File: src/rtl/pc_unit_if.sv
// Fetch-side bundle for pc_unit: redirect/stall control in, fetch request and PC state out.
// exc/eret/epc are present in every build; they only act when PC_EXC_EN is defined.
interface pc_unit_if #(
    parameter int unsigned WIDTH = 32
);
    logic             stall;
    logic             redirect;
    logic [WIDTH-1:0] redirect_pc;
    logic             fetch_ready;
    logic             fetch_valid;
    logic [WIDTH-1:0] pc;
    logic [WIDTH-1:0] pc_plus;
    logic             misalign;
    logic             exc;
    logic             eret;
    logic [WIDTH-1:0] epc;

    modport master (
        input  stall, redirect, redirect_pc, fetch_ready, exc, eret,
        output fetch_valid, pc, pc_plus, misalign, epc
    );

    modport slave (
        output stall, redirect, redirect_pc, fetch_ready, exc, eret,
        input  fetch_valid, pc, pc_plus, misalign, epc
    );
endinterface

File: src/rtl/pc_unit.sv
// MIPS fetch-stage program counter: BOOT/RUN FSM, prioritised next-PC selection, valid/ready fetch.
// Define PC_EXC_EN to enable exception entry (exc), ERET return and the epc register.
module pc_unit #(
    parameter int unsigned      WIDTH     = 32,
    parameter logic [WIDTH-1:0] RESET_VEC = '0,
    parameter logic [WIDTH-1:0] EXC_VEC   = 32'h80000180,
    parameter int unsigned      STEP      = 4
) (
    input  logic       clk,
    input  logic       reset,
    pc_unit_if.master  bus
);
    typedef enum logic {BOOT, RUN} state_t;

    // Low address bits that must be zero for an aligned fetch target.
    localparam logic [WIDTH-1:0] ALIGN_MASK = WIDTH'(STEP - 1);

    state_t           state;
    logic [WIDTH-1:0] pc_q;
    logic [WIDTH-1:0] epc_q;
    logic             fetch_valid_q;
    logic             misalign_q;
    logic             exc_take;
    logic             eret_take;
    logic [WIDTH-1:0] redirect_aligned;
    logic [WIDTH-1:0] pc_next_seq;

`ifdef PC_EXC_EN
    assign exc_take  = bus.exc;
    assign eret_take = bus.eret & ~bus.exc;
    assign bus.epc   = epc_q;
`else
    logic unused_exc_inputs;
    assign unused_exc_inputs = bus.exc | bus.eret;
    assign exc_take  = 1'b0;
    assign eret_take = 1'b0;
    assign bus.epc   = '0;
`endif

    assign redirect_aligned = bus.redirect_pc & ~ALIGN_MASK;
    assign pc_next_seq      = pc_q + WIDTH'(STEP);

    always_ff @(posedge clk or posedge reset) begin
        if (reset) begin
            state         <= BOOT;
            pc_q          <= RESET_VEC;
            epc_q         <= '0;
            fetch_valid_q <= 1'b0;
            misalign_q    <= 1'b0;
        end else begin
            misalign_q <= 1'b0;
            case (state)
                BOOT: begin
                    state         <= RUN;
                    fetch_valid_q <= 1'b1;
                end
                RUN: begin
                    if (exc_take) begin
                        epc_q <= pc_q;
                        pc_q  <= EXC_VEC;
                    end else if (eret_take) begin
                        pc_q       <= epc_q;
                        misalign_q <= |(epc_q & ALIGN_MASK);
                    end else if (bus.redirect) begin
                        pc_q       <= redirect_aligned;
                        misalign_q <= |(bus.redirect_pc & ALIGN_MASK);
                    end else if (!bus.stall && fetch_valid_q && bus.fetch_ready) begin
                        pc_q <= pc_next_seq;
                    end
                end
                default: state <= BOOT;
            endcase
        end
    end

    assign bus.pc          = pc_q;
    assign bus.pc_plus     = pc_next_seq;
    assign bus.fetch_valid = fetch_valid_q;
    assign bus.misalign    = misalign_q;
endmodule

File: src/flat_wrapper.sv
// flat-port wrapper written by rule: the top's interface ports become plain ports
module pc_unit_flat 
#(
    parameter int unsigned      WIDTH     = 32,
    parameter logic [WIDTH-1:0] RESET_VEC = '0,
    parameter logic [WIDTH-1:0] EXC_VEC   = 32'h80000180,
    parameter int unsigned      STEP      = 4
)
  (clk, reset, bus_stall, bus_redirect, bus_redirect_pc, bus_fetch_ready, bus_exc, bus_eret, bus_fetch_valid, bus_pc, bus_pc_plus, bus_misalign, bus_epc);
  pc_unit_if #(.WIDTH(WIDTH)) bus_i ();
  input  logic clk;
  input  logic reset;
  input wire logic [$bits(bus_i.stall)-1:0] bus_stall;
  input wire logic [$bits(bus_i.redirect)-1:0] bus_redirect;
  input wire logic [$bits(bus_i.redirect_pc)-1:0] bus_redirect_pc;
  input wire logic [$bits(bus_i.fetch_ready)-1:0] bus_fetch_ready;
  input wire logic [$bits(bus_i.exc)-1:0] bus_exc;
  input wire logic [$bits(bus_i.eret)-1:0] bus_eret;
  output wire logic [$bits(bus_i.fetch_valid)-1:0] bus_fetch_valid;
  output wire logic [$bits(bus_i.pc)-1:0] bus_pc;
  output wire logic [$bits(bus_i.pc_plus)-1:0] bus_pc_plus;
  output wire logic [$bits(bus_i.misalign)-1:0] bus_misalign;
  output wire logic [$bits(bus_i.epc)-1:0] bus_epc;
  assign bus_i.stall = bus_stall;
  assign bus_i.redirect = bus_redirect;
  assign bus_i.redirect_pc = bus_redirect_pc;
  assign bus_i.fetch_ready = bus_fetch_ready;
  assign bus_i.exc = bus_exc;
  assign bus_i.eret = bus_eret;
  assign bus_fetch_valid = bus_i.fetch_valid;
  assign bus_pc = bus_i.pc;
  assign bus_pc_plus = bus_i.pc_plus;
  assign bus_misalign = bus_i.misalign;
  assign bus_epc = bus_i.epc;
  pc_unit #(.WIDTH(WIDTH), .RESET_VEC(RESET_VEC), .EXC_VEC(EXC_VEC), .STEP(STEP)) u_core (.clk(clk), .reset(reset), .bus(bus_i));
endmodule
File: config.mk
export PLATFORM = sky130hd
export DESIGN_NAME = pc_unit_flat
export DESIGN_NICKNAME = d
export VERILOG_FILES = /design/src/rtl/pc_unit_if.sv /design/src/rtl/pc_unit.sv /design/src/flat_wrapper.sv
export SDC_FILE = /design/constraint.sdc
export NUM_CORES = 1
export LEC_CHECK = 0
export CAP_MARGIN = 10
export CORE_MARGIN = 4
export CORE_UTILIZATION = 45
export CTS_CLUSTER_SIZE = 12
export DETAILED_ROUTE_END_ITERATION = 16
export PLACE_DENSITY_LB_ADDON = 0.08
export SETUP_SLACK_MARGIN = 0.5
export SLEW_MARGIN = 20
export SYNTH_ARGS = -nofsm -noshare
export SYNTH_HDL_FRONTEND = slang
export SYNTH_SLANG_ARGS = --single-unit
File: constraint.sdc
create_clock -name clk -period 5.4 [get_ports clk]
set_clock_uncertainty 0.05 [all_clocks]
set_input_delay 0.81 -clock clk [delete_from_list [all_inputs] [get_ports clk]]
set_output_delay 0.81 -clock clk [all_outputs]
set_load 0.05 [all_outputs]
==> run_1/sizing.png <==
Scale bar: 20 um.
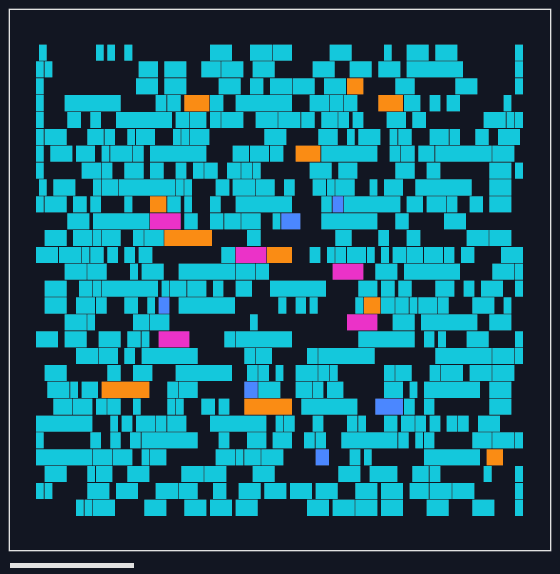
Cyan marks x1 and smaller, cells 405, share 95%. Orange marks x3 and x4, cells 11, share 2.6%. Blue marks x2, cells 6, share 1.4%. Magenta marks x6 and larger, cells 5, share 1.2%.

==> run_1/clock_nets.png <==
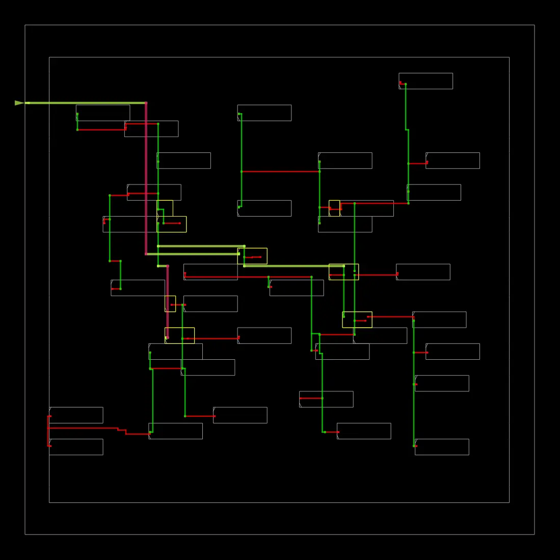
number of buffers created by CTS: 5
Clk. pwr: 0.000188 W
clk_lat worst skew: 0.29 ns
Layout clock buffers: 5

==> run_1/layers.png <==
Scale bar: 20 um.
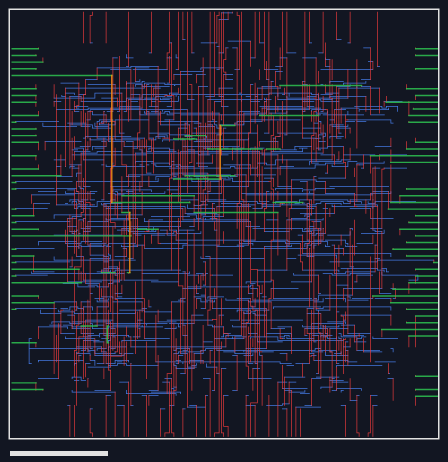
Orange marks M4, wire length 49.0 um. Blue marks M1, wire length 3,390 um. Red marks M2, wire length 3,720 um. Green marks M3, wire length 595 um.

run 1: sequential cells by signal, indices dropped and copies added (netlist names):
register                flops
u_core.bus.misalign         1
u_core.state                1
u_core.bus.pc              30
u_core.bus.fetch_valid      1
run 1: kinds of logic after synthesis:
logic type / Yosys count
other cells: 2
buf+inv: 77
xor+xnor: 26
compound gates: 87
fa+ha+maj: 1
mux: 1
simple gates: 119
flops: 33
run 1: final cells by class:
class | count | area, um2 | share of cell area
Timing Repair Buffer | 100 | 993 | 0.265
Inverter | 15 | 56.3 | 0.0150
Sequential cell | 33 | 826 | 0.221
Multi-Input combinational cell | 271 | 1690 | 0.451
Clock buffer | 5 | 68.8 | 0.0184
Clock inverter | 3 | 17.5 | 0.00468
Tap cell | 75 | 93.8 | 0.0251
==> results.txt, run 1 <==
Implementation numbers.

- The run finished with clean final reports.
- The clock net sink count is 33.
- The critical-path maximum fanout is 12.
- The average instance in the mapped netlist occupies between 8 and 9 um2.
- The highest metal layer carrying signal wires in the routed design is met4.
- The final global-route overflow total reads 0.
- The maximum number of pins on one net before global-route repair is ~67.
- The largest single stage delay on the critical path is slightly above 0.8 ns.
- After the first detailed-routing iteration, the DRC count stood at ~160.
- The total iterations of the first detailed-routing run reads 4.
- Listed in order, past its start point the critical path passes ha_1 > nand3_1 > or3_1 > or3_4 > xnor2_1 > clkdlybuf4s50_1.
- The total cell area reported by yosys after synthesis reads roughly 0.0028 mm2.
- For this run, the share of the core covered by cells in the final layout is 0.625.
- The count of nets left with antenna violations once routing finished came out at 0.
- Yosys reported a register bit count of 33.
- Once placement completed, the tool counted placed cells totaling between 400 and 500.
- The total chip power reads approximately 0.0012 W.
- The width of the chip is between 80 and 90 um.
- After the last flow step, the layout net total stands at roughly 470.
- The final worst setup slack is 1.02 ns.
- Setup repair after global routing left no endpoint under its margin.
- Per the run summary, max-cap violations total 0.
- sky130_fd_sc_hd__buf_4 is the most common cell in the netlist.
- Overall routing resource usage recorded by global route was 0.205.
- The die covers about 0.0076 mm2.
- The fraction of met3 tracks used by global routing is 0.0388.
- After technology mapping, the gate count stands at ~350.
- Across all register-to-register paths, the minimum setup slack is about 2.8 ns.
- The count of buffers added on input and output ports is 98.
- The logic depth of the worst setup path including buffers is 6.
- The cell family contributing the most delay on the critical path reads simple AND/OR/NAND/NOR gates.
- The number of distinct library cells after synthesis is approximately 48.
- In the floorplan report the effective utilization is 0.470.
- Relative to the synthesized area, the layout overhead comes to 33.0%.
- The fraction of synthesized cell area taken by the top area cell type reads 0.293.
- The routed length per placed instance reads around 15 um.
- The count of instantiated cells in the yosys netlist reads roughly 350.
- The via count of the first global-routing pass reads 2,524.
- The largest vdd supply drop is between 0.2 and 0.25 mV.
- For reference, the top cells by count after synthesis are sky130_fd_sc_hd__buf_4 (38), sky130_fd_sc_hd__dfrtp_1 (33), sky130_fd_sc_hd__o21ai_0 (21), sky130_fd_sc_hd__xnor2_1 (21), sky130_fd_sc_hd__clkbuf_1 (20).
- The and-or/or-and share of the synthesized area is 0.207.
- The slew check shows that the tightest pin keeps a relative margin of 0.363.
- The via density per instance is between 5 and 6.
- The required time of the critical path reads 4.54 ns.
- The area of the mapped netlist is about 0.0028 mm2.
- The buffers plus inverters on the worst setup path is 1.
- The timing report shows that the slowest cell on the worst path is sky130_fd_sc_hd__clkdlybuf4s50_1.
- After clock tree synthesis, the clock-pin slew on the worst setup and hold paths is around 0.080 ns.
- The endpoint of the worst hold path is reported as u_core.bus.fetch_valid$_DFFE_PP0N_.
- The number of fill cells is 565.
- The first-pass GRT wire length is around 13 mm.
- The power report lists cell-internal power as 0.000597 W.
- The most instantiated logic cell after routing reads sky130_fd_sc_hd__clkdlybuf4s50_1.
- The dominant non-sequential cell family after synthesis is simple AND/OR/NAND/NOR gates.
- The register share after synthesis reads 0.293.
- The net switching power figure reads approximately 0.00064 W.
- The worst hold-check path type is reg2reg.
- The top power group reads combinational cells.
- The H-tree was split into 2 levels.
- The proportion of total power due to net switching is 0.517.
- In this run the critical register-to-register path is launched from u_core.bus.pc[2]$_DFFE_PP0P_.
- According to the I/O placement log, the pin count is roughly 140.
- The xor/xnor share of the synthesized area is 0.0809.
- Detailed routing inserted a total of around 2,800 vias.
- The vertical die dimension is roughly 87 um.
- The area of all placed cells without fillers is 0.00374 mm2.
- Per the synthesis report, the adder-cell share of the synthesized area is 0.00444.
- The static leakage power reads between 1 and 1.5 nW.
- The actual slew at the worst max-slew pin is 0.947 ns.
- The main area contributors are sky130_fd_sc_hd__dfrtp_1 (29%), sky130_fd_sc_hd__buf_4 (10%), sky130_fd_sc_hd__xnor2_1 (6.5%).
- Looking at hold timing, the worst path starts from u_core.bus.fetch_valid$_DFFE_PP0N_.
- The worst hold slack is 0.448 ns.
- The ratio of total power to cell area is 330 mW/mm2.
- The most used routing layer reads met2.
- Per the detailed placement report, the placed cell area equals 0.00366 mm2.
- The initial antenna violation count came to 0.
- The final-report hold violation count reads 0.
- The number of setup violations in the final report is 0.
- The worst setup path startpoint is u_core.bus.pc[2]$_DFFE_PP0P_.
- Of the total power, combinational logic draws 0.554.
- The power report attributes to the sequential group a share of 0.294.
- The total number of warnings across the stage logs reads 28.
- The period utilization is 0.811.
- The post-CTS resize count is 0.
- The relative contribution of the clock network to total power reads 0.152.
- The number of warnings printed during yosys synthesis is 0.
- The library cell with the largest summed area after synthesis reads sky130_fd_sc_hd__dfrtp_1.
- In the per-layer summary, the met1 wirelength comes to about 3.4 mm.
- TritonCTS built the clock tree.
- The capture point of the worst reg-to-reg path reads u_core.bus.pc[22]$_DFFE_PP0P_.
- The detailed-route wire length is approximately 7.8 mm.
- Based on the critical path, the design can be clocked at up to 228 MHz.
- After floorplanning, the core was divided into 28 placement rows.
- The combinational gate power reads around 0.0007 W.
- The global routing report lists met2 layer usage as 0.334.
- Following the worst setup path forward leads to its endpoint at bus_pc_plus[26].
- The detailed-placement wirelength estimate is between 5 and 6 mm.
- The detailed route wirelength on metal2 is roughly 3.7 mm.
- Measured against the total synthesized area, the mux share comes to 0.00355.
- The pre-CTS worst setup slack reads ~1.3 ns.
- The setup TNS is 0 ns.
- The met3 layer wire length in the routed design is 594 um.
- The dominant synthesized flop cell is sky130_fd_sc_hd__dfrtp_1.
- The sequential logic power reads about 0.00036 W.
- Per the final layout report, the fraction of cells sized above drive strength 1 comes to 0.0515.
- Of the total synthesized cell area, the portion taken by AND, OR, NAND and NOR gates is 0.253.
- The worst-case clock buffer depth reads 2.
- Routability-driven placement finished with a final weighted congestion of around 0.76.
- In the synthesized netlist the async set-or-reset flop fraction comes to 1.00.
- The sort of element at the start of the critical path reads a register.
- The type of the worst setup path is reg2out.
- The area of the core region is ~0.006 mm2.
- The script parses the final routing iteration and logs DRC violations as 0.
- The number of enable flip-flop cells is 0.
- The minimum clock period reads approximately 4.4 ns.
- The global routing usage on met1 is 0.285.
- The number of antenna repair diodes reads 0.
- The root buffer cell reads sky130_fd_sc_hd__clkbuf_8.
- The worst reg2reg path depth reads 5.
- Counting pins that exceed their max-slew limit in the final report gives 0.
- The final cell count without fillers reads roughly 500.
- By instance count after routing, the leading logic cell types are sky130_fd_sc_hd__clkdlybuf4s50_1 (97), sky130_fd_sc_hd__conb_1 (37), sky130_fd_sc_hd__dfrtp_1 (33).
==> run_1/closeup.png <==
Window x 29 to 59, y 29 to 59 um. Cells in gray, sequential cells in the stronger gray; small squares are vias.
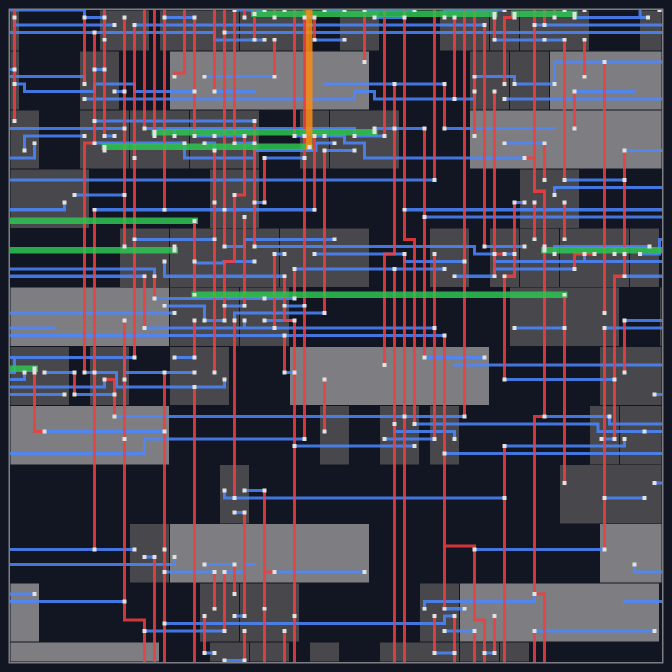

==> run 2: changes to the inputs <==
--- a/config.mk
+++ b/config.mk
@@ -7,7 +7,7 @@
 export LEC_CHECK = 0
 export CAP_MARGIN = 10
 export CORE_MARGIN = 4
-export CORE_UTILIZATION = 45
+export CORE_UTILIZATION = 37
 export CTS_CLUSTER_SIZE = 12
 export DETAILED_ROUTE_END_ITERATION = 16
 export PLACE_DENSITY_LB_ADDON = 0.08
==> constraint.sdc (replaced) <==
create_clock -name clk -period 3.55 [get_ports clk]
set_clock_uncertainty 0.05 [all_clocks]
set_input_delay 0.5325 -clock clk [delete_from_list [all_inputs] [get_ports clk]]
set_output_delay 0.5325 -clock clk [all_outputs]
set_load 0.05 [all_outputs]
==> run_2/closeup.png <==
Window x 33 to 63, y 33 to 63 um. Cells in gray, sequential cells in the stronger gray; small squares are vias.
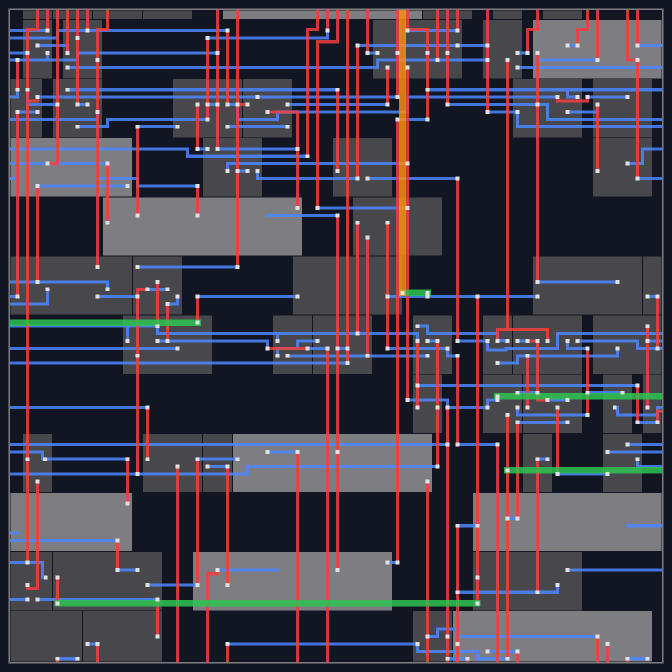
Blue marks M1. Red marks M2. Orange marks M4. Green marks M3.
Sequential cells in the window: 8. 49 logic cells have their middle in the window. Netlist names of flops here include u_core.bus.pc (7), u_core.state (1). Most frequent: dfrtp_1 (8), buf_4 (5), clkbuf_8 (4).

==> results.txt, run 2 <==
Implementation numbers.

- The internal reg-to-reg setup slack reads 1.39 ns (-1.40 ns).
- The total number of warnings across the stage logs reads 30 (+7.1%).
- The number of enable flip-flop cells reads 0 (unchanged).
- The max-capacitance violation count is 0 (unchanged).
- The xor/xnor share of the synthesized area is 0.0809 (unchanged).
- The worst hold-check path type reads reg2reg.
- The chip area was 0.00907 mm2 (+20%).
- The actual slew at the worst max-slew pin is 0.777 ns (-0.170 ns).
- The placed instance count is 523 (+5.9%).
- The width of the chip reads 95.2 um (+9.3%).
- The number of levels in the clock H-tree is 2 (unchanged).
- The fraction of synthesized cell area taken by the top area cell type is 0.293 (unchanged).
- The buffers plus inverters on the worst setup path reads 2 (+1).
- The remaining antenna violation count after routing is 0 (unchanged).
- The async set or reset register ratio after synthesis is 1.00 (unchanged).
- The TritonCTS clock tree reads done.
- The number of buffers inserted during clock tree synthesis reads 5 (unchanged).
- The pre-CTS worst setup slack is 0.453 ns (-0.867 ns).
- The startpoint of the worst-slack reg-to-reg timing path is u_core.state$_DFF_PP0_.
- The sequential logic power is 0.000565 W (+56%).
- The run finished with clean final reports.
- The violation tally from detailed-route iteration zero was 108 (-33%).
- The register share after synthesis reads 0.293 (unchanged).
- The global routing usage on met2 reads 0.292 (-0.0419).
- The post-synthesis register bit count is 33 (unchanged).
- The area of combinational cells with multiple inputs was 0.00181 mm2 (+7.1%).
- The area of the mapped netlist is 0.00282 mm2 (unchanged).
- The hold path endpoint is u_core.bus.fetch_valid$_DFFE_PP0N_.
- The net switching power figure came to 0.000994 W (+55%).
- The total number of placement rows is 31 (+11%).
- The number of setup violations in the final report is 0 (unchanged).
- The clock-pin transition on the worst setup and hold timing paths reads 0.07 ns (about the same).
- Static timing analysis puts the maximum clock frequency at between 300 and 400 MHz.
- The internal portion of total power reads 0.000946 W (+58%).
- The required time of the critical path reads 2.97 ns (-1.57 ns).
- In the layout the commonest cells are sky130_fd_sc_hd__clkdlybuf4s50_1 (75), sky130_fd_sc_hd__conb_1 (37), sky130_fd_sc_hd__dfrtp_1 (28).
- The flip-flop count of the largest register, all copies and words added came to 30 (unchanged).
- The delay of the slowest cell on the worst path was 0.46 ns (-0.36 ns).
- The sort of element at the start of the critical path is a register.
- The number of distinct library cells after synthesis reads 48 (unchanged).
- The clock net sink count is 33 (unchanged).
- met2 is the most crowded layer.
- The total routing usage reported by global routing was 0.183 (-0.0222).
- The critical-path maximum fanout was 12 (unchanged).
- Setup repair after global routing left no endpoint under its margin.
- The final core area utilization came to 0.547 (-0.0777).
- The initial core utilization is 0.384 (-0.0859).
- Walking the worst path, the cells encountered are ha_4 > nand3_1 > buf_4 > or3_4 > or3_4 > xnor2_2 > buf_12.
- The via count reads 2,836 (+2.1%).
- The final cell count without fillers reads 537 (+7.0%).
- The I/O pin total is 137 (unchanged).
- The top power group is combinational cells.
- The global placer's final weighted congestion came to 0.786 (+3.1%).
- The total iterations of the first detailed-routing run was 4 (unchanged).
- The met3 layer wire length in the routed design reads 580 um (-2.4%).
- The routed length on met1 is 3.76 mm (+11%).
- In the synthesized netlist, the cells that appear most often are sky130_fd_sc_hd__buf_4 (38), sky130_fd_sc_hd__dfrtp_1 (33), sky130_fd_sc_hd__o21ai_0 (21), sky130_fd_sc_hd__xnor2_1 (21), sky130_fd_sc_hd__clkbuf_1 (20).
- The type of the worst setup path reads reg2out.
- The minimum clock period reads slightly below 3 ns.
- Post-synth the commonest register cell is sky130_fd_sc_hd__dfrtp_1.
- The period utilization reads 0.832.
- The highest metal layer with signal wires is met4.
- The average cell area after synthesis came to 8.14 um2 (unchanged).
- The total cell area reported by yosys after synthesis reads 0.00282 mm2 (unchanged).
- The worst setup path startpoint reads u_core.bus.pc[2]$_DFFE_PP0P_.
- The critical hold path startpoint reads u_core.bus.fetch_valid$_DFFE_PP0N_.
- The largest vdd supply drop is 0.190 mV (-7.7%).
- The sequential power share is 0.291 (-0.003).
- The number of max-slew violations in the final report came to 0 (unchanged).
- The most repeated cell in the gate-level netlist after synthesis reads sky130_fd_sc_hd__buf_4.
- The adder and majority cell fraction of the synthesized area is 0.00444 (unchanged).
- The via count of the first global-routing pass reads 2,549 (+0.99%).
- The first-pass GRT wire length is 13.1 mm (+4.2%).
==> run 2: how the worst max path moves through the flow <==
stage                 endpoint  cells after the start
6_report       bus_pc_plus[22]                      7
5_1_grt        bus_pc_plus[22]                      7
4_1_cts        bus_pc_plus[21]                      5
3_5_place_dp   bus_pc_plus[15]                      4
3_3_place_gp   bus_pc_plus[15]                      4
2_1_floorplan  bus_pc_plus[22]                      6
==> run 2: layout make-up <==
type	count	area share
Clock buffer	6	0.0181
Tap cell	99	0.0309
Inverter	15	0.0140
Sequential cell	33	0.207
Multi-Input combinational cell	271	0.451
Timing Repair Buffer	111	0.276
Clock inverter	2	0.00249
==> run 2: repair_timing <==
action | CTS | global route
buffers inserted | 2 | 4
endpoints found under the setup margin | 17 | 13
pin swaps | 0 | 1
endpoints found under the hold margin | 0 | 0
gates resized | 19 | 9
Power and IR drop assume default switching activity.
